$ cat src/rtl/wb_cdb_arbiter_pkg.sv
// Shared types for the writeback path: FU result payloads, CDB payload and FU indices.
package rv32i_types;

    localparam int unsigned NUM_WB_FU     = 5;
    localparam int unsigned FU_IDX_BITS   = 3;
    localparam int unsigned FU_ADD        = 0;
    localparam int unsigned FU_MUL        = 1;
    localparam int unsigned FU_DIV        = 2;
    localparam int unsigned FU_MEM        = 3;
    localparam int unsigned FU_BR         = 4;
    localparam int unsigned ARCH_REG_BITS = 5;
    localparam int unsigned PREG_BITS     = 6;
    localparam int unsigned ROB_BITS      = 4;
    localparam int unsigned XLEN          = 32;

    typedef struct packed {
        logic [PREG_BITS-1:0]     pd;
        logic [ARCH_REG_BITS-1:0] ard;
        logic [ROB_BITS-1:0]      rob;
        logic [XLEN-1:0]          v;
    } fu_res_t;

    typedef struct packed {
        logic                     valid;
        logic [PREG_BITS-1:0]     pd;
        logic [ARCH_REG_BITS-1:0] ard;
        logic [ROB_BITS-1:0]      rob;
        logic [XLEN-1:0]          v;
    } cdb_t;

endpackage

$ cat src/rtl/wb_cdb_arbiter_if.sv
// FU result handshakes in, CDB broadcast and regfile write port out.
interface wb_cdb_arbiter_if;
    import rv32i_types::*;

    logic [NUM_WB_FU-1:0]                     fu_valid;
    logic [NUM_WB_FU-1:0]                     fu_ready;
    logic [NUM_WB_FU-1:0][PREG_BITS-1:0]      fu_pd;
    logic [NUM_WB_FU-1:0][ARCH_REG_BITS-1:0]  fu_ard;
    logic [NUM_WB_FU-1:0][ROB_BITS-1:0]       fu_rob;
    logic [NUM_WB_FU-1:0][XLEN-1:0]           fu_v;

    logic                     cdb_valid;
    logic [PREG_BITS-1:0]     cdb_pd;
    logic [ARCH_REG_BITS-1:0] cdb_ard;
    logic [ROB_BITS-1:0]      cdb_rob;
    logic [XLEN-1:0]          cdb_v;

    logic                     regf_we;
    logic [PREG_BITS-1:0]     regf_rd;
    logic [XLEN-1:0]          regf_v;

    modport master (
        input  fu_valid, fu_pd, fu_ard, fu_rob, fu_v,
        output fu_ready,
        output cdb_valid, cdb_pd, cdb_ard, cdb_rob, cdb_v,
        output regf_we, regf_rd, regf_v
    );

    modport slave (
        output fu_valid, fu_pd, fu_ard, fu_rob, fu_v,
        input  fu_ready,
        input  cdb_valid, cdb_pd, cdb_ard, cdb_rob, cdb_v,
        input  regf_we, regf_rd, regf_v
    );

endinterface

$ cat src/rtl/wb_cdb_arbiter_fifo2.sv
// Two-entry result FIFO; full/empty are registered from the next count.
module wb_fifo2 import rv32i_types::*; (
    input  logic    clk,
    input  logic    rst,
    input  logic    flush,
    input  logic    push,
    input  logic    pop,
    input  fu_res_t din,
    output fu_res_t head_c,
    output logic    full,
    output logic    empty
);

    fu_res_t    mem [2];
    logic       rd_ptr;
    logic       wr_ptr;
    logic [1:0] count;
    logic [1:0] count_nxt;

    always_comb begin
        count_nxt = count;
        if (flush)
            count_nxt = '0;
        else if (push && !pop)
            count_nxt = count + 2'd1;
        else if (pop && !push)
            count_nxt = count - 2'd1;
    end

    always_ff @(posedge clk or posedge rst) begin
        if (rst) begin
            count  <= '0;
            rd_ptr <= 1'b0;
            wr_ptr <= 1'b0;
            full   <= 1'b0;
            empty  <= 1'b1;
        end else begin
            count <= count_nxt;
            full  <= (count_nxt == 2'd2);
            empty <= (count_nxt == 2'd0);
            if (flush) begin
                rd_ptr <= 1'b0;
                wr_ptr <= 1'b0;
            end else begin
                if (push) wr_ptr <= ~wr_ptr;
                if (pop)  rd_ptr <= ~rd_ptr;
            end
        end
    end

    // Payload storage needs no reset; validity is tracked by count.
    always_ff @(posedge clk) begin
        if (push && !flush)
            mem[wr_ptr] <= din;
    end

    assign head_c = mem[rd_ptr];

endmodule

$ cat src/rtl/wb_cdb_arbiter.sv
// Round-robin writeback arbiter: five FU FIFOs feed one registered CDB broadcast
// and one physical-register write port.
module wb_cdb_arbiter #(
    parameter int unsigned PHYS_REG_BITS = rv32i_types::PREG_BITS,
    parameter int unsigned ARCH_REG_BITS = rv32i_types::ARCH_REG_BITS,
    parameter int unsigned ROB_IDX_BITS  = rv32i_types::ROB_BITS
) (
    input logic              clk,
    input logic              rst,
    input logic              flush,
    wb_cdb_arbiter_if.master bus
);
    import rv32i_types::*;

    localparam cdb_t CDB_RESET = '{valid: 1'b0,
                                   pd:    PHYS_REG_BITS'(0),
                                   ard:   ARCH_REG_BITS'(0),
                                   rob:   ROB_IDX_BITS'(0),
                                   v:     '0};

    fu_res_t                  din  [NUM_WB_FU];
    fu_res_t                  head [NUM_WB_FU];
    logic [NUM_WB_FU-1:0]     push;
    logic [NUM_WB_FU-1:0]     pop;
    logic [NUM_WB_FU-1:0]     full;
    logic [NUM_WB_FU-1:0]     empty;

    logic [FU_IDX_BITS-1:0]   rr_ptr;
    logic [FU_IDX_BITS-1:0]   rr_nxt;
    logic [FU_IDX_BITS-1:0]   gnt_idx;
    logic                     gnt_any;

    cdb_t                     cdb_q;
    cdb_t                     cdb_nxt;
    logic                     regf_we_q;
    logic [PREG_BITS-1:0]     regf_rd_q;
    logic [XLEN-1:0]          regf_v_q;

    for (genvar i = 0; i < NUM_WB_FU; i++) begin : g_fu
        assign din[i]  = '{pd:  bus.fu_pd[i],
                           ard: bus.fu_ard[i],
                           rob: bus.fu_rob[i],
                           v:   bus.fu_v[i]};
        assign push[i] = bus.fu_valid[i] & ~full[i];

        wb_fifo2 u_fifo (
            .clk    (clk),
            .rst    (rst),
            .flush  (flush),
            .push   (push[i]),
            .pop    (pop[i]),
            .din    (din[i]),
            .head_c (head[i]),
            .full   (full[i]),
            .empty  (empty[i])
        );
    end

    // Ready is a pure function of registered occupancy.
    assign bus.fu_ready = ~full;

    // First non-empty FIFO searching from rr_ptr+1, wrapping.
    always_comb begin
        logic [FU_IDX_BITS-1:0] idx;
        idx     = '0;
        gnt_any = 1'b0;
        gnt_idx = rr_ptr;
        for (int k = 1; k <= NUM_WB_FU; k++) begin
            idx = FU_IDX_BITS'((32'(rr_ptr) + 32'(k)) % NUM_WB_FU);
            if (!gnt_any && !empty[idx]) begin
                gnt_any = 1'b1;
                gnt_idx = idx;
            end
        end
    end

    always_comb begin
        rr_nxt        = rr_ptr;
        cdb_nxt       = cdb_q;
        cdb_nxt.valid = 1'b0;
        pop           = '0;
        if (flush) begin
            rr_nxt = FU_IDX_BITS'(FU_BR);
        end else if (gnt_any) begin
            rr_nxt        = gnt_idx;
            pop[gnt_idx]  = 1'b1;
            cdb_nxt.valid = 1'b1;
            cdb_nxt.pd    = head[gnt_idx].pd;
            cdb_nxt.ard   = head[gnt_idx].ard;
            cdb_nxt.rob   = head[gnt_idx].rob;
            cdb_nxt.v     = head[gnt_idx].v;
        end
    end

    always_ff @(posedge clk or posedge rst) begin
        if (rst) begin
            rr_ptr    <= FU_IDX_BITS'(FU_BR);
            cdb_q     <= CDB_RESET;
            regf_we_q <= 1'b0;
            regf_rd_q <= '0;
            regf_v_q  <= '0;
        end else begin
            rr_ptr    <= rr_nxt;
            cdb_q     <= cdb_nxt;
            regf_we_q <= cdb_nxt.valid && (cdb_nxt.pd != PHYS_REG_BITS'(0));
            regf_rd_q <= cdb_nxt.pd;
            // x0 writes still broadcast so the ROB completes, but land as zero.
            regf_v_q  <= (cdb_nxt.ard != ARCH_REG_BITS'(0)) ? cdb_nxt.v : '0;
        end
    end

    assign bus.cdb_valid = cdb_q.valid;
    assign bus.cdb_pd    = cdb_q.pd;
    assign bus.cdb_ard   = cdb_q.ard;
    assign bus.cdb_rob   = cdb_q.rob;
    assign bus.cdb_v     = cdb_q.v;
    assign bus.regf_we   = regf_we_q;
    assign bus.regf_rd   = regf_rd_q;
    assign bus.regf_v    = regf_v_q;

endmodule

$ cat src/flat_wrapper.sv
// flat-port wrapper written by rule: the top's interface ports become plain ports
module wb_cdb_arbiter_flat import rv32i_types::*;
#(
    parameter int unsigned PHYS_REG_BITS = rv32i_types::PREG_BITS,
    parameter int unsigned ARCH_REG_BITS = rv32i_types::ARCH_REG_BITS,
    parameter int unsigned ROB_IDX_BITS  = rv32i_types::ROB_BITS
)
  (clk, rst, flush, bus_fu_valid, bus_fu_pd, bus_fu_ard, bus_fu_rob, bus_fu_v, bus_fu_ready, bus_cdb_valid, bus_cdb_pd, bus_cdb_ard, bus_cdb_rob, bus_cdb_v, bus_regf_we, bus_regf_rd, bus_regf_v);
  wb_cdb_arbiter_if bus_i ();
  input logic clk;
  input logic rst;
  input logic flush;
  input wire logic [$bits(bus_i.fu_valid)-1:0] bus_fu_valid;
  input wire logic [$bits(bus_i.fu_pd)-1:0] bus_fu_pd;
  input wire logic [$bits(bus_i.fu_ard)-1:0] bus_fu_ard;
  input wire logic [$bits(bus_i.fu_rob)-1:0] bus_fu_rob;
  input wire logic [$bits(bus_i.fu_v)-1:0] bus_fu_v;
  output wire logic [$bits(bus_i.fu_ready)-1:0] bus_fu_ready;
  output wire logic [$bits(bus_i.cdb_valid)-1:0] bus_cdb_valid;
  output wire logic [$bits(bus_i.cdb_pd)-1:0] bus_cdb_pd;
  output wire logic [$bits(bus_i.cdb_ard)-1:0] bus_cdb_ard;
  output wire logic [$bits(bus_i.cdb_rob)-1:0] bus_cdb_rob;
  output wire logic [$bits(bus_i.cdb_v)-1:0] bus_cdb_v;
  output wire logic [$bits(bus_i.regf_we)-1:0] bus_regf_we;
  output wire logic [$bits(bus_i.regf_rd)-1:0] bus_regf_rd;
  output wire logic [$bits(bus_i.regf_v)-1:0] bus_regf_v;
  assign bus_i.fu_valid = bus_fu_valid;
  assign bus_i.fu_pd = bus_fu_pd;
  assign bus_i.fu_ard = bus_fu_ard;
  assign bus_i.fu_rob = bus_fu_rob;
  assign bus_i.fu_v = bus_fu_v;
  assign bus_fu_ready = bus_i.fu_ready;
  assign bus_cdb_valid = bus_i.cdb_valid;
  assign bus_cdb_pd = bus_i.cdb_pd;
  assign bus_cdb_ard = bus_i.cdb_ard;
  assign bus_cdb_rob = bus_i.cdb_rob;
  assign bus_cdb_v = bus_i.cdb_v;
  assign bus_regf_we = bus_i.regf_we;
  assign bus_regf_rd = bus_i.regf_rd;
  assign bus_regf_v = bus_i.regf_v;
  wb_cdb_arbiter #(.PHYS_REG_BITS(PHYS_REG_BITS), .ARCH_REG_BITS(ARCH_REG_BITS), .ROB_IDX_BITS(ROB_IDX_BITS)) u_core (.clk(clk), .rst(rst), .flush(flush), .bus(bus_i));
endmodule
$ cat config.mk
export PLATFORM = sky130hd
export DESIGN_NAME = wb_cdb_arbiter_flat
export DESIGN_NICKNAME = d
export VERILOG_FILES = /design/src/rtl/wb_cdb_arbiter_pkg.sv /design/src/rtl/wb_cdb_arbiter_if.sv /design/src/rtl/wb_cdb_arbiter_fifo2.sv /design/src/rtl/wb_cdb_arbiter.sv /design/src/flat_wrapper.sv
export SDC_FILE = /design/constraint.sdc
export NUM_CORES = 1
export LEC_CHECK = 0
export CELL_PAD_IN_SITES_DETAIL_PLACEMENT = 0
export CELL_PAD_IN_SITES_GLOBAL_PLACEMENT = 1
export CORE_MARGIN = 1
export CORE_UTILIZATION = 53
export DETAILED_ROUTE_END_ITERATION = 7
export DONT_BUFFER_PORTS = 1
export GPL_ROUTABILITY_DRIVEN = 0
export PLACE_DENSITY = 0.81
export SYNTH_ARGS = -nofsm -noshare
export SYNTH_HDL_FRONTEND = slang
export SYNTH_HIERARCHICAL = 1
export SYNTH_SLANG_ARGS = --single-unit
$ cat constraint.sdc
create_clock -name clk -period 8.7 [get_ports clk]
set_clock_uncertainty 0.1 [all_clocks]
set_input_delay 1.74 -clock clk [delete_from_list [all_inputs] [get_ports clk]]
set_output_delay 1.74 -clock clk [all_outputs]
set_load 0.01 [all_outputs]
==> run_1/placement_by_type.png <==
Drawn at 2 px/µm.
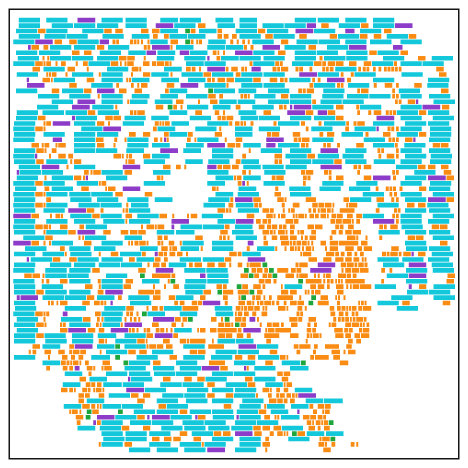
orange -> combinational and other logic  # cells 1138, share of their area 31%
cyan -> flops  # cells 584, share of their area 61%
green -> other buffers and delay cells  # cells 32, share of their area 0.86%
purple -> clock drivers and dummy loads  # cells 109, share of their area 7.1%

==> run_1/layer_met3.png <==
Drawn at 1.5 px/µm. Cells faint in the background.
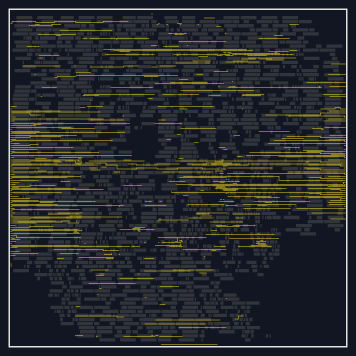
main direction = horizontal
wire length on this layer = 7340 µm
longest straight run = 116 µm

==> deck_impl_summary.md, run 1 <==
Physical Implementation Snapshot

Setup path
  • Family of cells with the greatest summed delay on the critical path: AND-OR/OR-AND gates
  • Critical Path, Cell by Cell: inv_1 > ha_1 > ha_1 > nor3_1 > a211oi_2 > xnor2_1 > ha_1 > nand2b_1 > nor2b_1 > a221oi_1 > nor2_1 > o32ai_1 > and2b_1 > o21ai_0 > a21o_1 > a21o_4 > mux4_2 > a221o_1 > a2111oi_4 > buf_4 > a21boi_0
  • Max Fanout on Critical Path: 32
  • Required time worst endpoint: 9050 ps
  • Sort of element at the end of the critical path: flop
  • Number of buffer and inverter instances along the worst setup path: 2
  • Cell with the largest stage delay on the worst path: sky130_fd_sc_hd__ha_1

Status
  • Result of the run: finished clean

Yosys
  • Post-Syn Nets: between 2000 and 2500
  • Count leader, synth: sky130_fd_sc_hd__edfxtp_1
  • Tally of unique sky130hd cells used after synthesis: roughly 100
  • Flip-flops with a built-in enable: between 400 and 500
  • Share of async-settable or async-resettable flops after synthesis: between 15 and 20%
  • Ranking of synthesized cells by instance count: 470 x sky130_fd_sc_hd__edfxtp_1, 241 x sky130_fd_sc_hd__mux2_2, 126 x sky130_fd_sc_hd__nand2_1
  • FF+latch count, synth: 584
  • Biggest combinational cell group after synthesis: multiplexers
  • Yosys top cell by area: sky130_fd_sc_hd__edfxtp_1
  • Most used flip-flop cell: sky130_fd_sc_hd__edfxtp_1
  • Mean area per synthesized cell: between 10 and 15 µm²
  • XOR/XNOR Fraction of Synth Area: 0.972%

Timing
  • Headroom to the max-slew limit: approximately 35%
  • Summed negative setup slack over all endpoints: 0 ps
  • Minimum clock period after layout: roughly 8000 ps
  • Unrepaired setup endpoints after global routing: no

Die
  • Site Rows: ~80
  • Floorplan die width: 224 µm
  • Standard cell core area: about 0.048 mm²
  • I/O Pins: 335
  • Overall die height: approximately 220 µm
  • Core utilization before placement: between 50% and 60%
  • Total Die Area: between 0.05 and 0.06 mm²

Placement
  • Half-perimeter wire length after detailed placement: just under 50000 µm
  • Post-Place Worst Slack: around 1100 ps
  • Total of buffers placed on input and output ports: 0

Job
  • OpenROAD warning count: 39
  • Total of max-cap violations: 0

Global route
  • Congestion Overflow GR: 0
  • First-pass GRT wire length: approximately 100000 µm
  • Number of global-route vias before repair: 15300

Layout
  • Utilization after layout: 59.7%

CTS
  • Hold-fix buffers, CTS: 0
  • Number of levels the H-tree was split into: 2
  • Count of buffers added by post-CTS timing repair for setup: 0
  • Root buffer selected by CTS: sky130_fd_sc_hd__clkbuf_16
  • TritonCTS clock tree: built

Detailed routing
  • Number of remaining DRC errors: 0

Hold path
  • Worst min-delay path class: flop to flop
==> run_1/clocks.png <==
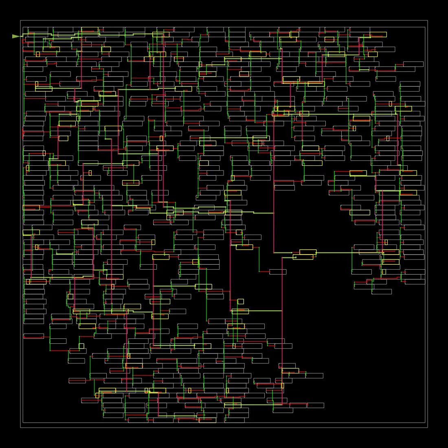
clock buffer instance count of the final layout: 85
CTS buffer count: 58

==> run_1/metal_density.png <==
Drawn at 1.5 px/µm. 22 x 22 tiles, from dark purple (low) to yellow (high), scaled to the fullest tile. Values are wire area over tile area, all layers added.
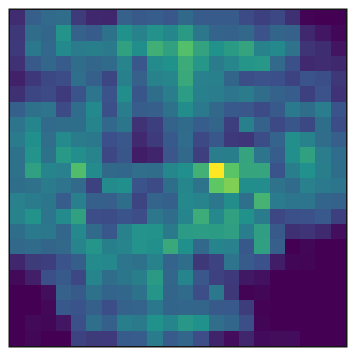
tiles over half the peak = 10%
mean over tiles = 0.23
fullest tile = 0.75
nearly empty tiles = 10%
emptiest ninth of the die = south-east
count of vias placed by the detailed router: 15500
wire length per cell after detailed routing: 27.3 µm
total wire length after detailed routing: 69000 µm
total global-route track usage: 27.5%

[run 1: per-layer routing]
metal	share of wire (%)	wire length, µm	track usage (%)	up-vias
li1	-	-	-	6916
met1	40	27300	35.4	7868
met2	47	32300	43.5	589
met3	11	7340	9.99	136
met4	2.9	2010	8.44	10
met5	0.094	65	0.391	-
[run 1: path summary, 6_finish.rpt]
path / start / endpoint / slack [ps] / depth (start not counted)
min in group asynchronous: rst / u_core/bus.cdb_rob[3] / 810 / 1
max in group asynchronous: rst / u_core/bus.cdb_v[7] / 6540 / 2
worst max register to register: u_core/rr_ptr[1] / u_core/bus.regf_v[31] / 930 / 21
worst max-delay path: u_core/rr_ptr[1] / u_core/bus.regf_v[31] / 930 / 21
worst min register to register: u_core/g_fu[0].u_fifo/count[1] / u_core/g_fu[0].u_fifo/empty / 440 / 1
worst min-delay path: u_core/g_fu[0].u_fifo/count[1] / u_core/g_fu[0].u_fifo/empty / 440 / 1
[run 1: stage by stage]
stage,instances,hold WS [ps],area [µm²]
2_1_floorplan,1833,397,26100
3_3_place_gp,2410,426,26700
3_5_place_dp,2410,431,26700
4_1_cts,2519,439,28700
5_1_grt,2523,476,28700
6_report,2527,436,28700
[run 1: sequential cells by signal, summed over array words and instances, names as in the netlist, 6 cells and up]
name,cells
u_core/bus.cdb_v,32
u_core/bus.regf_rd,6
u_core/g_fu.u_fifo/count,10
u_core/bus.regf_v,32
u_core/g_fu.u_fifo/mem,470
[run 1: layout make-up]
cell class / count / area, µm²
multi-input combinational: 1095 / 8530
fill: 3660 / 19400
clock inverter: 24 / 228
timing repair buffer: 32 / 240
sequential: 584 / 17000
inverter: 43 / 164
tap: 656 / 821
antenna: 8 / 20.0
clock buffer: 85 / 1750
==> run 1 -> run 2 <==
CAP_MARGIN = 20   (was unset)
CORE_ASPECT_RATIO = 0.7   (was unset)
==> run 2 against run 1 <==
  * Sequential share of layout area rose by 0.42 points
  * Critical path type unchanged
  * Setup slack got worse by 50 ps
  * Critical endpoint is now u_core/bus.regf_we
  * Synthesized area did not move
  * Final cell count fell by 0.59%
  * Sequential cell count did not move
  * Register-to-register slack got worse by 50 ps
  * Hold slack improved by 26 ps
  * Core utilization fell by 0.59 points
==> deck_impl_summary.md, run 2 <==
Physical Implementation Snapshot

Setup path
  • Family of cells with the greatest summed delay on the critical path: simple AND/OR/NAND/NOR gates
  • Crit path launch: u_core/rr_ptr[1]
  • Cell with the largest stage delay on the worst path: sky130_fd_sc_hd__nor4b_1
  • Required time worst endpoint: 9050 ps (about the same)
  • Number of buffer and inverter instances along the worst setup path: 2 (unchanged)
  • Critical Path, Cell by Cell: inv_1 > ha_1 > ha_1 > nor4b_1 > a211oi_2 > xnor2_1 > ha_1 > nand2b_1 > nor2b_1 > a221o_1 > mux2i_1 > o32ai_1 > and2b_1 > nor4b_1 > a21o_4 > buf_4 > mux4_2 > a211o_1 > nor4_1 > a31oi_1
  • Startpoint of the lowest-slack register-to-register path: u_core/rr_ptr[1]
  • Sort of element at the end of the critical path: flop
  • Flop-to-flop setup slack: 880 ps (-50 ps)
  • Max Fanout on Critical Path: 57 (+78%)

Placement
  • Placed Instance Area: 0.0267 mm² (-0.10%)
  • Total of buffers placed on input and output ports: 0 (unchanged)
  • Half-perimeter wire length after detailed placement: 50200 µm (+4.6%)
  • Post-Place Worst Slack: 1010 ps (-76.5 ps)

Timing
  • Summed negative setup slack over all endpoints: 0 ps (unchanged)
  • Headroom to the max-slew limit: 33.2% (-1.3 points)
  • Minimum clock period after layout: 7820 ps (+49.9 ps)
  • Peak clock frequency supported by timing: around 130 MHz
  • Unrepaired setup endpoints after global routing: no

Status
  • Result of the run: finished clean

CTS
  • Count of buffers added by post-CTS timing repair for setup: 0 (unchanged)
  • Hold-fix buffers, CTS: 0 (unchanged)
  • TritonCTS clock tree: built
  • Number of levels the H-tree was split into: 2 (unchanged)
  • Cell resize tally after clock tree synthesis: 0
  • Root buffer selected by CTS: sky130_fd_sc_hd__clkbuf_16

Yosys
  • Post-Syn Nets: 2100 (unchanged)
  • Most used flip-flop cell: sky130_fd_sc_hd__edfxtp_1
  • Mean area per synthesized cell: 14.3 µm² (unchanged)
  • Count leader, synth: sky130_fd_sc_hd__edfxtp_1
  • Share of async-settable or async-resettable flops after synthesis: 19.5% (unchanged)
  • Tally of unique sky130hd cells used after synthesis: 103 (unchanged)
  • FF+latch count, synth: 584 (unchanged)
  • Flip-flops with a built-in enable: 470 (unchanged)
  • Register share after synthesis: around 65%
  • Ranking of synthesized cells by instance count: 470 x sky130_fd_sc_hd__edfxtp_1, 241 x sky130_fd_sc_hd__mux2_2, 126 x sky130_fd_sc_hd__nand2_1
  • Yosys top cell by area: sky130_fd_sc_hd__edfxtp_1

Layout
  • Fill cells: 3729 (+1.9%)
  • Area taken by multi-input logic gates: 0.00851 mm² (-0.22%)
  • Largest register FFs: 470 (unchanged)
  • Storage element area: 0.0170 mm² (unchanged)
  • Growth of design area from synthesis to finish: 9.21%
  • Reg with most FFs: u_core/g_fu.u_fifo/mem

Hold path
  • Startpoint of the tightest hold check path: u_core/g_fu[2].u_fifo/count[1]
  • Worst min-delay path class: flop to flop

Global route
  • Congestion Overflow GR: 0 (unchanged)
  • First-pass GRT wire length: 105000 µm (+4.6%)
  • Number of global-route vias before repair: 15400 (+1.1%)

Job
  • OpenROAD warning count: 39 (unchanged)
  • Total of max-cap violations: 0 (unchanged)

Die
  • Floorplan die width: 267 µm (+19%)
  • Total Die Area: 0.0502 mm² (about the same)
  • I/O Pins: 335 (unchanged)
  • Overall die height: 188 µm (-16%)
  • Standard cell core area: 0.0483 mm² (+0.29%)
  • Core utilization before placement: 54.1% (-0.16 points)

Detailed routing
  • Routed length on met1: 31300 µm (+14%)
  • Routed met3 length: 9340 µm (+27%)
  • Met2 routed WL: 30500 µm (-5.4%)
  • Per-cell via count in the routed design: 6.30
  • Highest metal layer with signal wires: met5
  • Number of remaining DRC errors: 0 (unchanged)
  • Antenna-violating nets left: 0
## run 2: final cells by class
class                      count  area share [%]
sequential                   584            59.5
multi-input combinational   1095            29.8
clock buffer                  72            5.22
tap                          655            2.87
clock inverter                28            1.13
timing repair buffer          31           0.816
inverter                      43           0.574
antenna                        4          0.0351
## run 2: logic make-up (layout without fill, tap and decap cells)
family | count (synthesis) | count (layout) | share of synthesized area [%]
compound gates | 363 | 363 | 10.0
xor+xnor | 23 | 23 | 0.972
fa+ha+maj | 24 | 24 | 1.15
buf+inv | 154 | 174 | 2.90
flops | 584 | 584 | 65.0
mux | 273 | 273 | 12.0
other cells | 0 | 4 | 0
simple gates | 412 | 412 | 7.96
## run 2: final timing paths
kind                                                 to  cells after the start
min                         u_core/g_fu[2].u_fifo/empty                      1
min in group asynchronous  u_core/g_fu[1].u_fifo/wr_ptr                      1
min reg2reg                 u_core/g_fu[2].u_fifo/empty                      1
max                                  u_core/bus.regf_we                     20
max in group asynchronous         u_core/bus.cdb_ard[2]                      2
max reg2reg                          u_core/bus.regf_we                     20
## run 2: metrics by stage
step / hold WS, ps / instances
6_report: 462 / 2512
3_3_place_gp: 429 / 2408
5_1_grt: 499 / 2508
2_1_floorplan: 397 / 1833
3_5_place_dp: 440 / 2408
4_1_cts: 453 / 2508
## run 2: layer usage
metal | vias up | track usage, %
met1 | 8017 | 43.1
met5 | - | 0
met4 | 2 | 7.71
met2 | 788 | 40.2
met3 | 95 | 10.5
li1 | 6916 | -
==> run_2/clocks.png <==
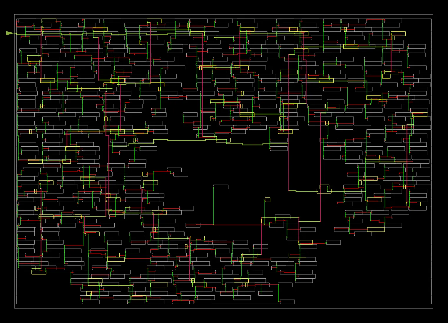
number of sequential cells in the layout: 584
Insertion Delay late pin: 610 ps
CTS buffer count: 54
clock sink count: 584

==> run_2/placement_by_type.png <==
Drawn at 2 px/µm.
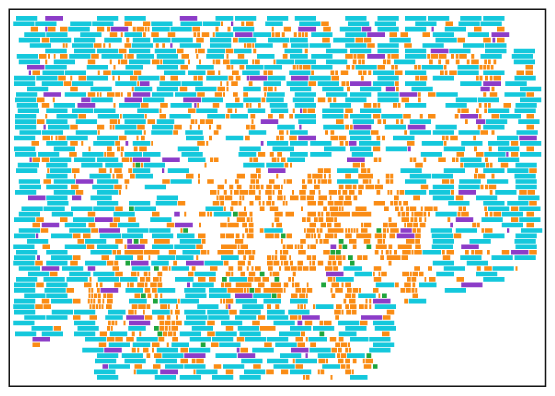
utilization after layout: 59.1%
cell area after layout: 0.0285 mm²
Site Rows: 67

==> run_2/metal_density.png <==
Drawn at 1.5 px/µm. 27 x 19 tiles, from dark purple (low) to yellow (high), scaled to the fullest tile. Values are wire area over tile area, all layers added.
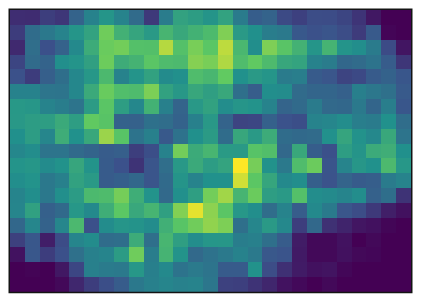
total global-route track usage: 29.1%
total wire length after detailed routing: 72700 µm
wire length per cell after detailed routing: 29.0 µm
count of vias placed by the detailed router: 15800

